[src/rtl/dual_countdown_timer.sv]
// Two-channel down-counter with one-cycle expiry pulses; DCT_AUTORELOAD_EN turns expiry into a periodic reload.
// One-cycle latency from inputs to registered outputs; no backpressure, one channel updated per cycle.
module dual_countdown_timer #(
    parameter int WIDTH    = 64,
    parameter int PRESCALE = 4
) (
    input  logic             Clk,
    input  logic             Reset,
    input  logic             Slt,
    input  logic             En,
    input  logic             Load,
    input  logic [WIDTH-1:0] LoadValue,
    output logic [WIDTH-1:0] Output0,
    output logic [WIDTH-1:0] Output1,
    output logic             Expire0,
    output logic             Expire1,
    output logic             Running0,
    output logic             Running1
);

    localparam int PW = (PRESCALE > 1) ? $clog2(PRESCALE) : 1;
    localparam logic [WIDTH-1:0] ONE = WIDTH'(1);
    localparam logic [PW-1:0] PRE_LAST = PW'(PRESCALE - 1);

    typedef enum logic {IDLE = 1'b0, RUN = 1'b1} state_t;

    logic [WIDTH-1:0] cnt0_q, cnt0_d, cnt1_q, cnt1_d;
    logic [WIDTH-1:0] rld0_q, rld0_d, rld1_q, rld1_d;
    logic [PW-1:0]    pre_q, pre_d;
    state_t           st0_q, st0_d, st1_q, st1_d;
    logic             exp0_q, exp0_d, exp1_q, exp1_d;

    always_comb begin
        cnt0_d = cnt0_q;
        cnt1_d = cnt1_q;
        rld0_d = rld0_q;
        rld1_d = rld1_q;
        pre_d  = pre_q;
        st0_d  = st0_q;
        st1_d  = st1_q;
        exp0_d = 1'b0;
        exp1_d = 1'b0;
        if (Load) begin
            // A load overrides any decrement, so a coinciding expiry is swallowed.
            if (!Slt) begin
                cnt0_d = LoadValue;
                rld0_d = LoadValue;
                st0_d  = (LoadValue != '0) ? RUN : IDLE;
            end else begin
                cnt1_d = LoadValue;
                rld1_d = LoadValue;
                st1_d  = (LoadValue != '0) ? RUN : IDLE;
                pre_d  = '0;
            end
        end else if (En) begin
            if (!Slt && st0_q == RUN) begin
                if (cnt0_q == ONE) begin
                    exp0_d = 1'b1;
`ifdef DCT_AUTORELOAD_EN
                    cnt0_d = rld0_q;
`else
                    cnt0_d = '0;
                    st0_d  = IDLE;
`endif
                end else begin
                    cnt0_d = cnt0_q - ONE;
                end
            end else if (Slt && st1_q == RUN) begin
                if (pre_q == PRE_LAST) begin
                    pre_d = '0;
                    if (cnt1_q == ONE) begin
                        exp1_d = 1'b1;
`ifdef DCT_AUTORELOAD_EN
                        cnt1_d = rld1_q;
`else
                        cnt1_d = '0;
                        st1_d  = IDLE;
`endif
                    end else begin
                        cnt1_d = cnt1_q - ONE;
                    end
                end else begin
                    pre_d = pre_q + PW'(1);
                end
            end
        end
    end

    always_ff @(posedge Clk or negedge Reset) begin
        if (!Reset) begin
            cnt0_q <= '0;
            cnt1_q <= '0;
            rld0_q <= '0;
            rld1_q <= '0;
            pre_q  <= '0;
            st0_q  <= IDLE;
            st1_q  <= IDLE;
            exp0_q <= 1'b0;
            exp1_q <= 1'b0;
        end else begin
            cnt0_q <= cnt0_d;
            cnt1_q <= cnt1_d;
            rld0_q <= rld0_d;
            rld1_q <= rld1_d;
            pre_q  <= pre_d;
            st0_q  <= st0_d;
            st1_q  <= st1_d;
            exp0_q <= exp0_d;
            exp1_q <= exp1_d;
        end
    end

    assign Output0  = cnt0_q;
    assign Output1  = cnt1_q;
    assign Expire0  = exp0_q;
    assign Expire1  = exp1_q;
    assign Running0 = (st0_q == RUN);
    assign Running1 = (st1_q == RUN);

endmodule

[config.mk]
export PLATFORM = sky130hd
export DESIGN_NAME = dual_countdown_timer
export DESIGN_NICKNAME = d
export VERILOG_FILES = /design/src/rtl/dual_countdown_timer.sv
export SDC_FILE = /design/constraint.sdc
export NUM_CORES = 1
export LEC_CHECK = 0
export ABC_CLOCK_PERIOD_IN_PS = 4000
export CORE_UTILIZATION = 43
export CTS_CLUSTER_SIZE = 10
export DETAILED_ROUTE_END_ITERATION = 10
export PLACE_DENSITY = 0.79
export SLEW_MARGIN = 20
export SYNTH_ARGS = -nofsm -noshare
export SYNTH_HDL_FRONTEND = slang
export SYNTH_SLANG_ARGS = --single-unit
[constraint.sdc]
create_clock -name Clk -period 4 [get_ports Clk]
set_clock_uncertainty 0.15 [all_clocks]
set_input_delay 0.8 -clock Clk [delete_from_list [all_inputs] [get_ports Clk]]
set_output_delay 0.8 -clock Clk [all_outputs]
set_load 0.05 [all_outputs]
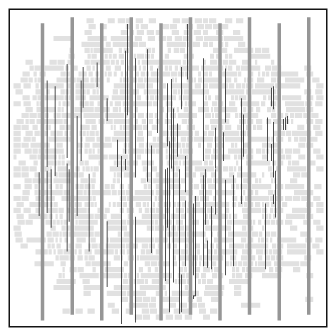
Fig. 1. The metal 4 layer (run 1).
Supply wires on this layer in gray.
longest straight run = 79.6 um
share of all routed wire = 5.6%
nets with wire on the layer = 54
wire length on this layer = 1960 um
vias post-DR: 10447
routed wire length: 35200 um

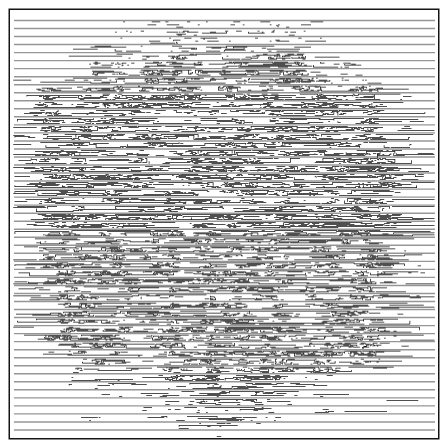
Fig. 2. Signal wires on met1 (run 1).
Supply wires on this layer in gray.
wire length on this layer = 14000 um
longest straight run = 46.0 um
nets with wire on the layer = 1113
share of all routed wire = 40%
main direction = horizontal
routing usage on met1: 0.457

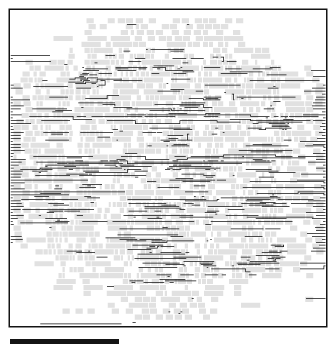
Fig. 3. Met3 routing (run 1).
Bar = 50 um.
wire length on this layer = 4010 um
share of all routed wire = 11%
main direction = horizontal
longest straight run = 62.6 um

==> summary.txt, run 1 <==
Commonest Layout Cell = clkdlybuf4s50_1
share of post-route cells with drive strength above 1 = 0.0722
first-pass GRT wire length = 55500 um
Clock-cell share = 0.0494
Die W = 145 um
RSZ-0062 raised after global routing = no
multi-input gate count = 803
most frequent cells in the layout = clkdlybuf4s50_1, dfrtp_1, nand3_1
clkbuf count = 25
largest net degree at the start of global routing = 84
critical path fanouts, max = 8
sequential area share after synthesis = 0.381
number of global-route vias before repair = 9587
# IOs = 201
Worst Path Required = 4.21 ns
CTS Sinks = 134
worst-case reg-to-reg path depth = 8
antenna fix cells = 0
logic area = 5110 sq um
Non-CTS buffers = 235
CTS clk-pin slew, worst paths = 0.06 ns
final hold violations = 0
CP Launch Type = flip-flop
Seq area share = 0.285
Synth async-reset ratio = 1.00
EDFF count, synth = 0
Synth Area in XOR/XNOR = 0
NetSw = 2.26 mW
antenna violations before repair = 0
Simple-Gate Area Share = 0.310
Worst slew margin = 0.380
Clock Power Share = 0.289
Post-Place Cell Area = 11200 sq um
fp_density = 0.444
Pwr Density = 473 nW/um^2
Hold Crit Class = in2async
number of non-clock inverters = 17
Iteration-0 DRC Markers = 1332
Sw Ratio = 0.406
grt peak-use layer = met2
Crit. End Element = flip-flop
Routed wire per std cell = 23.7 um
Mapped Area = 8790 sq um
sequential share of power = 0.350
crit path from = Output1[0]
CTS Buffer Depth = 2
Pleak = 4.07 nW
biggest area cells = dfrtp_1, nand3_1, a22oi_1
f_max = 285 MHz
Int Pwr = 3.30 mW
vias per cell = 7.04
status = finished with violations
Die ar. = 21000 sq um
total grt overflow = 0
Nets at Floorplan = 1104
Mux area share = 0.00342
final hold slack = 0.246 ns
CTS tree = built
I/O Buffers = 200
CTS Buf Count = 17
# Cells Yosys = 1030
Area Overhead vs Synth = 33.7%
post-route insts no fill = 1483
# Taps = 265
yosys stat chip area = 8790 sq um
dpl ws = 0.604 ns
CP Data Arrival Time = 3.72 ns
CTS Root Buffer Type = clkbuf_16
post_cts resized = 0
H-tree depth = 4
r2r startpoint = Output1[0]
num rows = 51
dominant register cell = dfrtp_1
Setup WS post-layout = 0.491 ns
gr usage total = 0.336
worst slew pin tran = 0.922 ns
count of tool warnings = 28
Crit Path Category = reg2reg
Adder Share, Synth = 0.00712
final instance area = 11800 sq um
drc violations = 1
setup_tns = 0 ns
Reg area = 3350 sq um
sequential cell count = 134
Comb power frac = 0.361
met2 usage = 0.492
Tmin final = 3.51 ns
Syn Area/Cell = 8.54 sq um
DRT Pass-1 Iters = 9
dpl hpwl = 25300 um
top cell type by total area after synthesis = dfrtp_1
main kind of combinational logic by area = simple AND/OR/NAND/NOR gates
Worst Setup EP = Output1[62]
clk_lat worst skew = 0.43 ns
Post-Place Cells = 1454
Placer Congestion = 0.979
Total Power = 5.56 mW
GR Layer Usage met3 = 0.0720
fin util = 0.594
violated checks = DRC
Syn Inst Count = 1030
VDD IR max = 0.296 mV
logic share of the area = 0.435
AND-OR/OR-AND Cells, Area Fraction = 0.255
Post-layout nets = 1282
largest cell class by area = combinational gates
final setup vio count = 0
Ys Warns = 0
top cells by count = dfrtp_1, nand3_1, nand2_1
remaining antenna violation count = 0
reg2reg end = Output1[62]
Synth Register Bits = 134
setup bufs post-CTS = 0
fill count = 1728
Max Cap Viol = 0
die y size = 145 um
Max-area cell share = 0.381
Tcrit/Tclk final = 0.877
cts hold-fix bufs = 0
Final Max Tran Viols = 0
top-count cell post-synth = dfrtp_1
total core area = 19800 sq um
non-clk buf share = 0.197
distinct lib cells = 67
Worst R2R Setup Slack = 0.49 ns
==> run 1: metal layers <==
metal,part of all wire,routed length [um]
met1,0.40,14000
met2,0.43,15300
met3,0.11,4010
met4,0.056,1960
met5,0,0
==> run 1: worst max-delay path: stages, from the launching register on <==
cell and delay [ns]:
dfrtp_1 0.44, inv_1 0.11, ha_1 0.20, or4b_1 0.58, nor2_1 0.44, nand3_1 0.37
or4_1 0.64, or4_1 0.43, nand3_1 0.10
==> run 1: power groups by stage <==
stage | clock network (mW) | registers (mW) | logic [mW]
after floorplan | 0 | 2.61 | 0.502
after global placement | 0 | 1.94 | 1.97
after detailed placement | 0 | 1.95 | 1.99
after CTS | 1.60 | 1.93 | 2.00
after global routing | 1.66 | 1.98 | 2.10
final | 1.60 | 1.94 | 2.01
## Run 2: what changed since run 1
--- a/config.mk
+++ b/config.mk
@@ -10,6 +10,7 @@
 export CTS_CLUSTER_SIZE = 10
 export DETAILED_ROUTE_END_ITERATION = 10
 export PLACE_DENSITY = 0.79
+export SETUP_SLACK_MARGIN = 0.2
 export SLEW_MARGIN = 20
 export SYNTH_ARGS = -nofsm -noshare
 export SYNTH_HDL_FRONTEND = slang
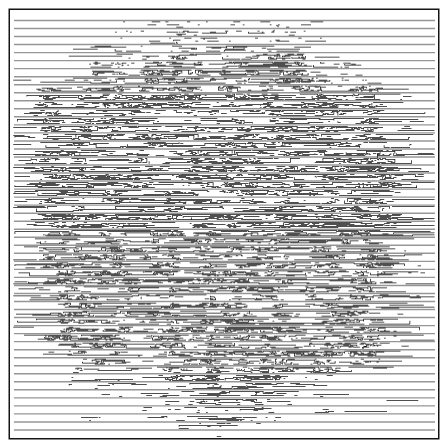
Fig. 4. Signal wires on met1 (run 2).
Supply wires on this layer in gray.
main direction = horizontal
wire length on this layer = 14000 um
share of all routed wire = 40%
longest straight run = 46.0 um

==> run 2 against run 1 <==
Compared with the run above: the run still ends with DRC left; first-iteration DRC count is the same; non-clock buffer count is the same; cell count is the same; combinational power is essentially flat.
==> summary.txt, run 2 <==
main kind of combinational logic by area = simple AND/OR/NAND/NOR gates
NetSw = 2.26 mW
AND-OR/OR-AND Cells, Area Fraction = 0.255
Clock-cell share = 0.0494
Hold Crit Class = in2async
Crit. End Element = flip-flop
Worst Path Required = 4.21 ns
sequential cell count = 134
H-tree depth = 4
met3 WL post-DR = 4010 um
Max-area cell share = 0.381
Area Overhead vs Synth = 33.7%
Worst slew margin = 0.380
violated checks = DRC
multi-input gate count = 803
VDD IR max = 0.296 mV
Tcrit/Tclk final = 0.877
Mux area share = 0.00342
# IOs = 201
# Cells Yosys = 1030
DR WL met2 = 15300 um
Pwr Density = 473 nW/um^2
Simple-Gate Area Share = 0.310
Top power group = combinational logic
total core area = 19800 sq um
share of post-route cells with drive strength above 1 = 0.0722
Crit Path Category = reg2reg
post-route insts no fill = 1483
dpl hpwl = 25300 um
clk pwr = 1.60 mW
I/O Buffers = 200
worst slew pin tran = 0.922 ns
logic area = 5110 sq um
largest net degree at the start of global routing = 84
DRT Pass-1 Iters = 9
num rows = 51
sequential area share after synthesis = 0.381
sequential power = 1.94 mW
Seq area share = 0.285
slowest stage delay, CP = 0.64 ns
largest cell class by area = combinational gates
Mapped Area = 8790 sq um
Final Max Tran Viols = 0
dpl ws = 0.604 ns
Synth Area in XOR/XNOR = 0
Top Layer Used = met4
non-clk buf share = 0.197
Reg area = 3350 sq um
fill count = 1728
Max Cap Viol = 0
vias per cell = 7.04
CTS Root Buffer Type = clkbuf_16
first-pass GRT wire length = 55500 um
distinct lib cells = 67
drc violations = 1
final instance area = 11800 sq um
total grt overflow = 0
top-count cell post-synth = dfrtp_1
fin util = 0.594
Commonest Layout Cell = clkdlybuf4s50_1
Post-layout nets = 1282
Int Pwr = 3.30 mW
top cell type by total area after synthesis = dfrtp_1
status = finished with violations
number of non-clock inverters = 17
Routed wire per std cell = 23.7 um
grt peak-use layer = met2
CTS clk-pin slew, worst paths = 0.06 ns
biggest area cells = dfrtp_1, nand3_1, a22oi_1
Setup WS post-layout = 0.491 ns
final setup vio count = 0
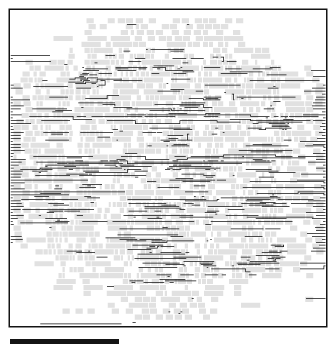
Fig. 5. Met3 routing (run 2).
Bar = 50 um.
share of all routed wire = 11%
wire length on this layer = 4010 um
main direction = horizontal
GR Layer Usage met3: 0.0720

-- run 2: final timing paths --
check                                 from           to  slack [ns]  cells past startpoint
worst min-delay path                 Reset  Output0[37]        0.25                      1
worst max-delay path            Output1[0]  Output1[62]        0.49                      8
min in group Clk                  pre_q[1]     pre_q[1]        0.39                      1
max in group asynchronous            Reset  Output1[25]        2.63                      2
worst max register to register  Output1[0]  Output1[62]        0.49                      8
worst min register to register    pre_q[1]     pre_q[1]        0.39                      1
-- run 2: kinds of logic after synthesis --
family          Yosys count
mux                       3
buf+inv                  93
compound gates          306
flops                   134
fa+ha+maj                 5
simple gates            489
-- run 2: worst max-delay path: cells and delay by family, from the launching register on --
family / cells / cell delay, ns
buf+inv: 1 / 0.11
simple gates: 6 / 2.56
flops: 1 / 0.44
fa+ha+maj: 1 / 0.20
## Run 3: what changed since run 2
--- a/config.mk
+++ b/config.mk
@@ -9,6 +9,7 @@
 export CORE_UTILIZATION = 43
 export CTS_CLUSTER_SIZE = 10
 export DETAILED_ROUTE_END_ITERATION = 10
+export HOLD_SLACK_MARGIN = 0.02
 export PLACE_DENSITY = 0.79
 export SETUP_SLACK_MARGIN = 0.2
 export SLEW_MARGIN = 20
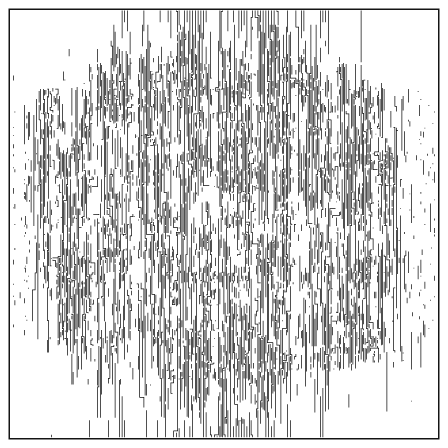
Fig. 6. Metal 2 (run 3).
nets with wire on the layer = 1138
longest straight run = 58.5 um
wire length on this layer = 15300 um
main direction = vertical
met2 usage: 0.492

==> run 3 against run 2 <==
Compared with the run above: the flow still finishes with violations (DRC); sequential share of layout area is the same; worst setup slack is the same; routed wire length is the same.
==> summary.txt, run 3 <==
Reg area = 3350 sq um
fp_density = 0.444
total core area = 19800 sq um
Clock-cell share = 0.0494
slowest CP cell = or4_1
Crit. End Element = flip-flop
multi-input gate count = 803
main kind of combinational logic by area = simple AND/OR/NAND/NOR gates
Synth Register Bits = 134
Die ar. = 21000 sq um
Setup WS post-layout = 0.491 ns
gr usage total = 0.336
worst-case reg-to-reg path depth = 8
Syn Area/Cell = 8.54 sq um
remaining antenna violation count = 0
RSZ-0062 raised after global routing = no
critical path fanouts, max = 8
Commonest Layout Cell = clkdlybuf4s50_1
Nets at Floorplan = 1104
CP Data Arrival Time = 3.72 ns
biggest area cells = dfrtp_1, nand3_1, a22oi_1
antenna fix cells = 0
top cells by count = dfrtp_1, nand3_1, nand2_1
largest net degree at the start of global routing = 84
Tcrit/Tclk final = 0.877
total grt overflow = 0
Adder Share, Synth = 0.00712
antenna violations before repair = 0
# Taps = 265
logic share of the area = 0.435
non-clk buf share = 0.197
Area Overhead vs Synth = 33.7%
CP Launch Type = flip-flop
f_max = 285 MHz
Ys Warns = 0
Post-layout nets = 1282
dpl hpwl = 25300 um
Worst R2R Setup Slack = 0.49 ns
Hold Crit Class = in2async
count of tool warnings = 28
yosys stat chip area = 8790 sq um
largest cell class by area = combinational gates
GR Layer Usage met3 = 0.0720
Iteration-0 DRC Markers = 1332
AND-OR/OR-AND Cells, Area Fraction = 0.255
number of non-clock inverters = 17
DRT Pass-1 Iters = 9
Simple-Gate Area Share = 0.310
critical-path cell list = inv_1 -> ha_1 -> or4b_1 -> nor2_1 -> nand3_1 -> or4_1 -> or4_1 -> nand3_1
Placer Congestion = 0.979
crit path buf inv count = 1
setup bufs post-CTS = 0
Worst slew margin = 0.380
CTS Root Buffer Type = clkbuf_16
share of post-route cells with drive strength above 1 = 0.0722
Crit Path Category = reg2reg
Non-CTS buffers = 235
met3 WL post-DR = 4010 um
final hold violations = 0
top-count cell post-synth = dfrtp_1
Mapped Area = 8790 sq um
drc violations = 1
DRT met1 WL = 14000 um
CTS Sinks = 134
H-tree depth = 4
Seq area share = 0.285
crit path from = Output1[0]
Pwr Density = 473 nW/um^2
CTS clk-pin slew, worst paths = 0.06 ns
Worst Setup EP = Output1[62]
dominant register cell = dfrtp_1
die y size = 145 um
Routed wire per std cell = 23.7 um
post_cts resized = 0
CTS Buf Count = 17
I/O Buffers = 200
Max-area cell share = 0.381
Synth async-reset ratio = 1.00
# Cells Yosys = 1030
number of global-route vias before repair = 9587
reg2reg end = Output1[62]
worst slew pin tran = 0.922 ns
final setup vio count = 0
Worst Path Required = 4.21 ns
CTS Buffer Depth = 2
status = finished with violations
routed wire length = 35200 um
dpl ws = 0.604 ns
sequential area share after synthesis = 0.381
clkbuf count = 25
EDFF count, synth = 0
Mux area share = 0.00342
grt peak-use layer = met2
DR WL met2 = 15300 um
violated checks = DRC
Syn Inst Count = 1030
r2r startpoint = Output1[0]
CP top delay family = simple AND/OR/NAND/NOR gates
top cell type by total area after synthesis = dfrtp_1
Tmin final = 3.51 ns
CTS tree = built
setup_tns = 0 ns
most frequent cells in the layout = clkdlybuf4s50_1, dfrtp_1, nand3_1
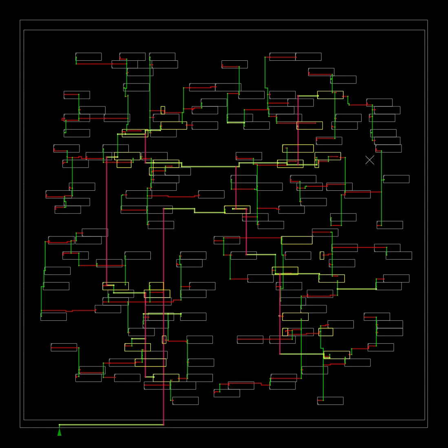
Fig. 7. The clock network (run 3).
clk_lat worst skew: 0.43 ns
sequential cell count: 134

[run 3: where the power goes]
| group | switching (mW) | internal, mW |
|---|---|---|
| Clock | 0.586 | 1.02 |
| Combinational | 1.30 | 0.706 |
| Sequential | 0.371 | 1.57 |
[run 3: per-stage QoR]
| stage | util | hold slack [ns] | instances | cell area (sq um) |
|---|---|---|---|---|
| 3_3_place_gp | 0.565 | 0.353 | 1454 | 11200 |
| 5_1_grt | 0.594 | 0.297 | 1483 | 11800 |
| 3_5_place_dp | 0.565 | 0.370 | 1454 | 11200 |
| 2_1_floorplan | - | 0.331 | 1030 | 8790 |
| 4_1_cts | 0.594 | 0.272 | 1483 | 11800 |
| 6_report | 0.594 | 0.246 | 1483 | 11800 |
Power is estimated from default activity; no workload was simulated.
